==> config.mk <==
export PLATFORM = sky130hd
export DESIGN_NAME = calc_rr_multiport
export DESIGN_NICKNAME = d
export VERILOG_FILES = /design/src/rtl/calc_rr_multiport.sv
export SDC_FILE = /design/constraint.sdc
export NUM_CORES = 2
export LEC_CHECK = 0
export ABC_CLOCK_PERIOD_IN_PS = 17280
export CAP_MARGIN = 20
export CORE_UTILIZATION = 45
export CTS_BUF_LIST = sky130_fd_sc_hd__clkbuf_4
export CTS_CLUSTER_SIZE = 8
export DETAILED_ROUTE_END_ITERATION = 6
export GPL_TIMING_DRIVEN = 1
export PLACE_DENSITY = 0.67
export SYNTH_ARGS = -nofsm -noshare
export SYNTH_HDL_FRONTEND = slang
export SYNTH_HIERARCHICAL = 1
export SYNTH_SLANG_ARGS = --single-unit
==> constraint.sdc <==
create_clock -name c_clk -period 17.28 [get_ports c_clk]
set_input_delay 4.32 -clock c_clk [delete_from_list [all_inputs] [get_ports c_clk]]
set_output_delay 4.32 -clock c_clk [all_outputs]
set_load 0.02 [all_outputs]
==> src/rtl/calc_rr_multiport.sv <==
// Multi-port calculator: per-port two-cycle operand capture into small FIFOs,
// a round-robin arbiter feeding one ALU, and a registered per-port response bus.

module calc_rr_port #(
    parameter int DATA_W     = 32,
    parameter int FIFO_DEPTH = 2
) (
    input  logic              c_clk,
    input  logic              reset,
    input  logic [3:0]        cmd_in,
    input  logic [DATA_W-1:0] data_in,
    input  logic              pop,
    output logic [3:0]        hd_cmd,
    output logic [DATA_W-1:0] hd_op1,
    output logic [DATA_W-1:0] hd_op2,
    output logic              empty,
    output logic              rej_pend
);
    localparam int AW = (FIFO_DEPTH > 1) ? $clog2(FIFO_DEPTH) : 1;

    typedef enum logic {ST_IDLE, ST_OP2} st_e;

    typedef struct packed {
        logic [3:0]        cmd;
        logic [DATA_W-1:0] op1;
        logic [DATA_W-1:0] op2;
    } req_t;

    st_e                    st_q, st_d;
    logic [3:0]             cmd_q, cmd_d;
    logic [DATA_W-1:0]      op1_q, op1_d;
    req_t [FIFO_DEPTH-1:0]  mem_q, mem_d;
    logic [AW-1:0]          rd_q, rd_d, wr_q, wr_d;
    logic [AW:0]            cnt_q, cnt_d;
    logic                   rej_q, rej_d;
    logic                   push_req, push_ok, do_pop, full;

    always_comb begin
        st_d   = st_q;
        cmd_d  = cmd_q;
        op1_d  = op1_q;
        mem_d  = mem_q;
        rd_d   = rd_q;
        wr_d   = wr_q;
        cnt_d  = cnt_q;

        // fullness is judged before this cycle's pop, so a full FIFO rejects even while draining
        full     = (cnt_q == (AW+1)'(FIFO_DEPTH));
        push_req = (st_q == ST_OP2);
        push_ok  = push_req && !full;
        do_pop   = pop && (cnt_q != '0);
        rej_d    = push_req && full;

        case (st_q)
            ST_IDLE: begin
                if (cmd_in != 4'd0) begin
                    st_d  = ST_OP2;
                    cmd_d = cmd_in;
                    op1_d = data_in;
                end
            end
            default: st_d = ST_IDLE;
        endcase

        if (push_ok) begin
            mem_d[wr_q].cmd = cmd_q;
            mem_d[wr_q].op1 = op1_q;
            mem_d[wr_q].op2 = data_in;
            wr_d = wr_q + AW'(1);
        end
        if (do_pop) rd_d = rd_q + AW'(1);

        case ({push_ok, do_pop})
            2'b10:   cnt_d = cnt_q + (AW+1)'(1);
            2'b01:   cnt_d = cnt_q - (AW+1)'(1);
            default: cnt_d = cnt_q;
        endcase
    end

    always_ff @(posedge c_clk) begin
        if (reset) begin
            st_q  <= ST_IDLE;
            cmd_q <= '0;
            op1_q <= '0;
            mem_q <= '0;
            rd_q  <= '0;
            wr_q  <= '0;
            cnt_q <= '0;
            rej_q <= 1'b0;
        end else begin
            st_q  <= st_d;
            cmd_q <= cmd_d;
            op1_q <= op1_d;
            mem_q <= mem_d;
            rd_q  <= rd_d;
            wr_q  <= wr_d;
            cnt_q <= cnt_d;
            rej_q <= rej_d;
        end
    end

    assign hd_cmd   = mem_q[rd_q].cmd;
    assign hd_op1   = mem_q[rd_q].op1;
    assign hd_op2   = mem_q[rd_q].op2;
    assign empty    = (cnt_q == '0);
    assign rej_pend = rej_q;
endmodule

module calc_rr_multiport #(
    parameter int NUM_PORTS  = 4,
    parameter int DATA_W     = 32,
    parameter int FIFO_DEPTH = 2
) (
    input  logic                        c_clk,
    input  logic                        reset,
    input  logic [NUM_PORTS*4-1:0]      req_cmd_in,
    input  logic [NUM_PORTS*DATA_W-1:0] req_data_in,
    output logic [NUM_PORTS*DATA_W-1:0] out_data,
    output logic [NUM_PORTS*2-1:0]      out_resp
);
    localparam int PW  = $clog2(NUM_PORTS);
    localparam int SHW = $clog2(DATA_W);

    localparam logic [1:0] RESP_OK  = 2'd1;
    localparam logic [1:0] RESP_ERR = 2'd2;
    localparam logic [1:0] RESP_REJ = 2'd3;

    logic [NUM_PORTS-1:0][3:0]        hd_cmd;
    logic [NUM_PORTS-1:0][DATA_W-1:0] hd_op1, hd_op2;
    logic [NUM_PORTS-1:0]             empty, rej_pend, pop, elig;

    logic [PW-1:0]                    ptr_q, ptr_d, grant_idx;
    logic                             grant_vld;
    int                               arb_idx;

    logic [3:0]                       g_cmd;
    logic [DATA_W-1:0]                g_op1, g_op2, alu_data;
    logic [DATA_W:0]                  sum_ext;
    logic [1:0]                       alu_resp;

    logic [NUM_PORTS-1:0][DATA_W-1:0] data_q, data_d;
    logic [NUM_PORTS-1:0][1:0]        resp_q, resp_d;

    for (genvar g = 0; g < NUM_PORTS; g++) begin : g_port
        calc_rr_port #(
            .DATA_W     (DATA_W),
            .FIFO_DEPTH (FIFO_DEPTH)
        ) u_port (
            .c_clk    (c_clk),
            .reset    (reset),
            .cmd_in   (req_cmd_in[g*4 +: 4]),
            .data_in  (req_data_in[g*DATA_W +: DATA_W]),
            .pop      (pop[g]),
            .hd_cmd   (hd_cmd[g]),
            .hd_op1   (hd_op1[g]),
            .hd_op2   (hd_op2[g]),
            .empty    (empty[g]),
            .rej_pend (rej_pend[g])
        );
    end

    // a port whose push just bounced is owed its reject slot this cycle, so it sits out arbitration
    always_comb begin
        elig      = ~empty & ~rej_pend;
        grant_vld = 1'b0;
        grant_idx = '0;
        arb_idx   = 0;
        pop       = '0;
        ptr_d     = ptr_q;
        for (int k = 0; k < NUM_PORTS; k++) begin
            arb_idx = int'(ptr_q) + k;
            if (arb_idx >= NUM_PORTS) arb_idx = arb_idx - NUM_PORTS;
            if (!grant_vld && elig[arb_idx]) begin
                grant_vld = 1'b1;
                grant_idx = PW'(arb_idx);
            end
        end
        if (grant_vld) begin
            pop[grant_idx] = 1'b1;
            ptr_d = (grant_idx == PW'(NUM_PORTS-1)) ? '0 : grant_idx + PW'(1);
        end
    end

    always_comb begin
        g_cmd    = hd_cmd[grant_idx];
        g_op1    = hd_op1[grant_idx];
        g_op2    = hd_op2[grant_idx];
        sum_ext  = {1'b0, g_op1} + {1'b0, g_op2};
        alu_resp = RESP_ERR;
        alu_data = '0;
        case (g_cmd)
            4'd1: begin
                if (!sum_ext[DATA_W]) begin
                    alu_resp = RESP_OK;
                    alu_data = sum_ext[DATA_W-1:0];
                end
            end
            4'd2: begin
                if (g_op1 >= g_op2) begin
                    alu_resp = RESP_OK;
                    alu_data = g_op1 - g_op2;
                end
            end
            4'd5: begin
                alu_resp = RESP_OK;
                alu_data = g_op1 << g_op2[SHW-1:0];
            end
            4'd6: begin
                alu_resp = RESP_OK;
                alu_data = g_op1 >> g_op2[SHW-1:0];
            end
            default: begin
                alu_resp = RESP_ERR;
                alu_data = '0;
            end
        endcase
    end

    always_comb begin
        resp_d = '0;
        data_d = '0;
        for (int p = 0; p < NUM_PORTS; p++) begin
            if (rej_pend[p]) resp_d[p] = RESP_REJ;
        end
        if (grant_vld) begin
            resp_d[grant_idx] = alu_resp;
            data_d[grant_idx] = alu_data;
        end
    end

    always_ff @(posedge c_clk) begin
        if (reset) begin
            ptr_q  <= '0;
            resp_q <= '0;
            data_q <= '0;
        end else begin
            ptr_q  <= ptr_d;
            resp_q <= resp_d;
            data_q <= data_d;
        end
    end

    assign out_data = data_q;
    assign out_resp = resp_q;
endmodule

Fig. 1: where the registers sit
Scale: 1 px per µm.
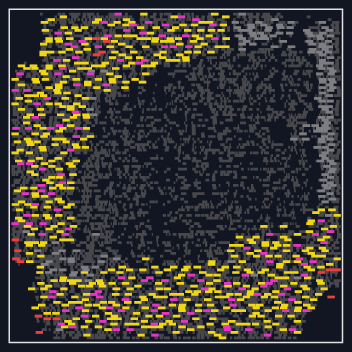
| colour | name in the netlist | sequential cells | where |
|---|---|---|---|
| red | g_port.u_port/cmd_q | 16 | all over the die |
| magenta | g_port.u_port/op1_q | 128 | all over the die |
| yellow | g_port.u_port/mem_q | 544 | all over the die |

Fig. 2: cell outlines without signal wires
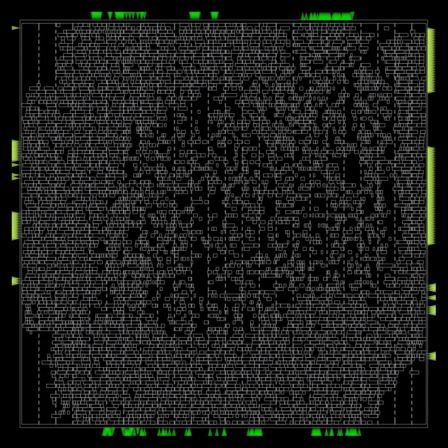
Fillers: 10,200
core area: 0.108 mm²
row count: 120
flip-flops: 850

Fig. 3: signal wires on met3
Scale: 1 px per µm.
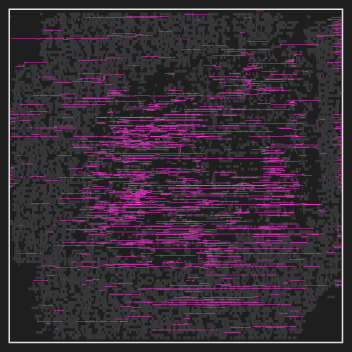
longest straight run: 203 µm
wire length on this layer: 16,400 µm
main direction: horizontal

[routing by layer]
metal,track usage,vias up,part of all wire
li1,-,19300,-
met1,0.471,20600,0.43
met2,0.514,1997,0.42
met3,0.0841,447,0.082
met4,0.225,8,0.069
met5,0,-,0.00028
[cell usage after synthesis, types with 44 or more instances]
cell type	instances	area (µm²)
nor3_1	86	430
o211ai_1	76	571
nand2b_1	851	5320
nand2_1	285	1070
dfxtp_1	850	17000
mux2_2	287	3230
ha_1	73	913
o21ai_0	122	611
buf_2	122	611
nand3_1	69	345
clkbuf_1	211	792
nor2b_1	44	275
mux2i_1	894	8950
inv_1	96	360
buf_4	60	450
a21oi_1	174	871
nor2_1	315	1180
[critical path, stage by stage (launching register included)]
cell      delay [ps]
dfxtp_1          440
nor2_1           110
or2_1            340
o31a_2           640
nor2_8           410
buf_4            690
buf_4            640
mux4_2           320
buf_4            670
inv_4            420
fa_1             540
nor2b_1          160
o211ai_1         280
a21oi_1          170
o21ai_0          420
nand2_1          290
a21oi_1          420
nand2b_1         100
buf_4            260
o221a_2          290
o221ai_1         320
nor2b_1          180
[kinds of logic after synthesis]
logic type / after synthesis / share of synthesized area
and+or+nand+nor: 1798 / 0.198
adders and majority gates: 75 / 0.0195
buffers and inverters: 536 / 0.0505
muxes: 1190 / 0.253
AOI/OAI and AO/OA: 840 / 0.123
DFF: 850 / 0.348
xor gates and xnor gates: 52 / 0.00930
[through the flow]
stage,utilization,setup WS [ps],cells,cell area (µm²),hold WS [ps]
floorplan,-,11400,5341,49000,445
global placement,0.485,9460,6662,52200,455
detailed placement,0.485,9180,6663,52200,459
CTS,0.511,9130,7041,55000,472
global route,0.512,8600,7051,55000,481
finish,0.512,8970,7051,55000,467
==> impl_metrics.json <==
{
  "die_height_um": 332,
  "edf_count": 0,
  "status": "finished, final reports clean",
  "largest_reg_flops": 544,
  "port_buffers": 281,
  "rsz0062_at_grt": "false",
  "ys.flops": 850,
  "postRouteAntennaNets": 0,
  "drt-total-wl_um": 200000,
  "gp_congestion": 1.06,
  "period_used_share": 0.481,
  "cp-endpoint": "out_data[114]",
  "holdPathStages": 2,
  "ys_cells": 5341,
  "grt_max_degree": 284,
  "nClkBuffers": 310,
  "hold_viol": 0,
  "drc": 0,
  "yosys_area_mm2": 0.0490,
  "cts_tree": "yes",
  "maxCapViolations": 0,
  "antenna_found_initial": 8,
  "floorplan.nets": 5562,
  "synthArstFlopShare": 0,
  "critPathLaunch": "g_port[2].u_port/cnt_q[0]",
  "syn-instance-count": 5341,
  "clk_share": 0.0506,
  "ctsRootBufferMaster": "clkbuf_4",
  "grt_pass1_wl_um": 288000,
  "crit_fanout": 56,
  "clock_latency_ps": 1170,
  "io_pins": 282,
  "syn2layout_area_growth_pct": 12.4,
  "start_kind": "flop",
  "syn_area_per_cell_um2": 9.17,
  "grt_pass1_vias": 40900,
  "critPathArrivalTime_ps": 9350,
  "dp_hpwl_um": 149000,
  "final_cell_mix": "mux2i_1, nand2b_1, dfxtp_1",
  "dr.first_iter.drc_count": 4605,
  "hold_path_class": "reg2reg",
  "antenna_cells": 7
}
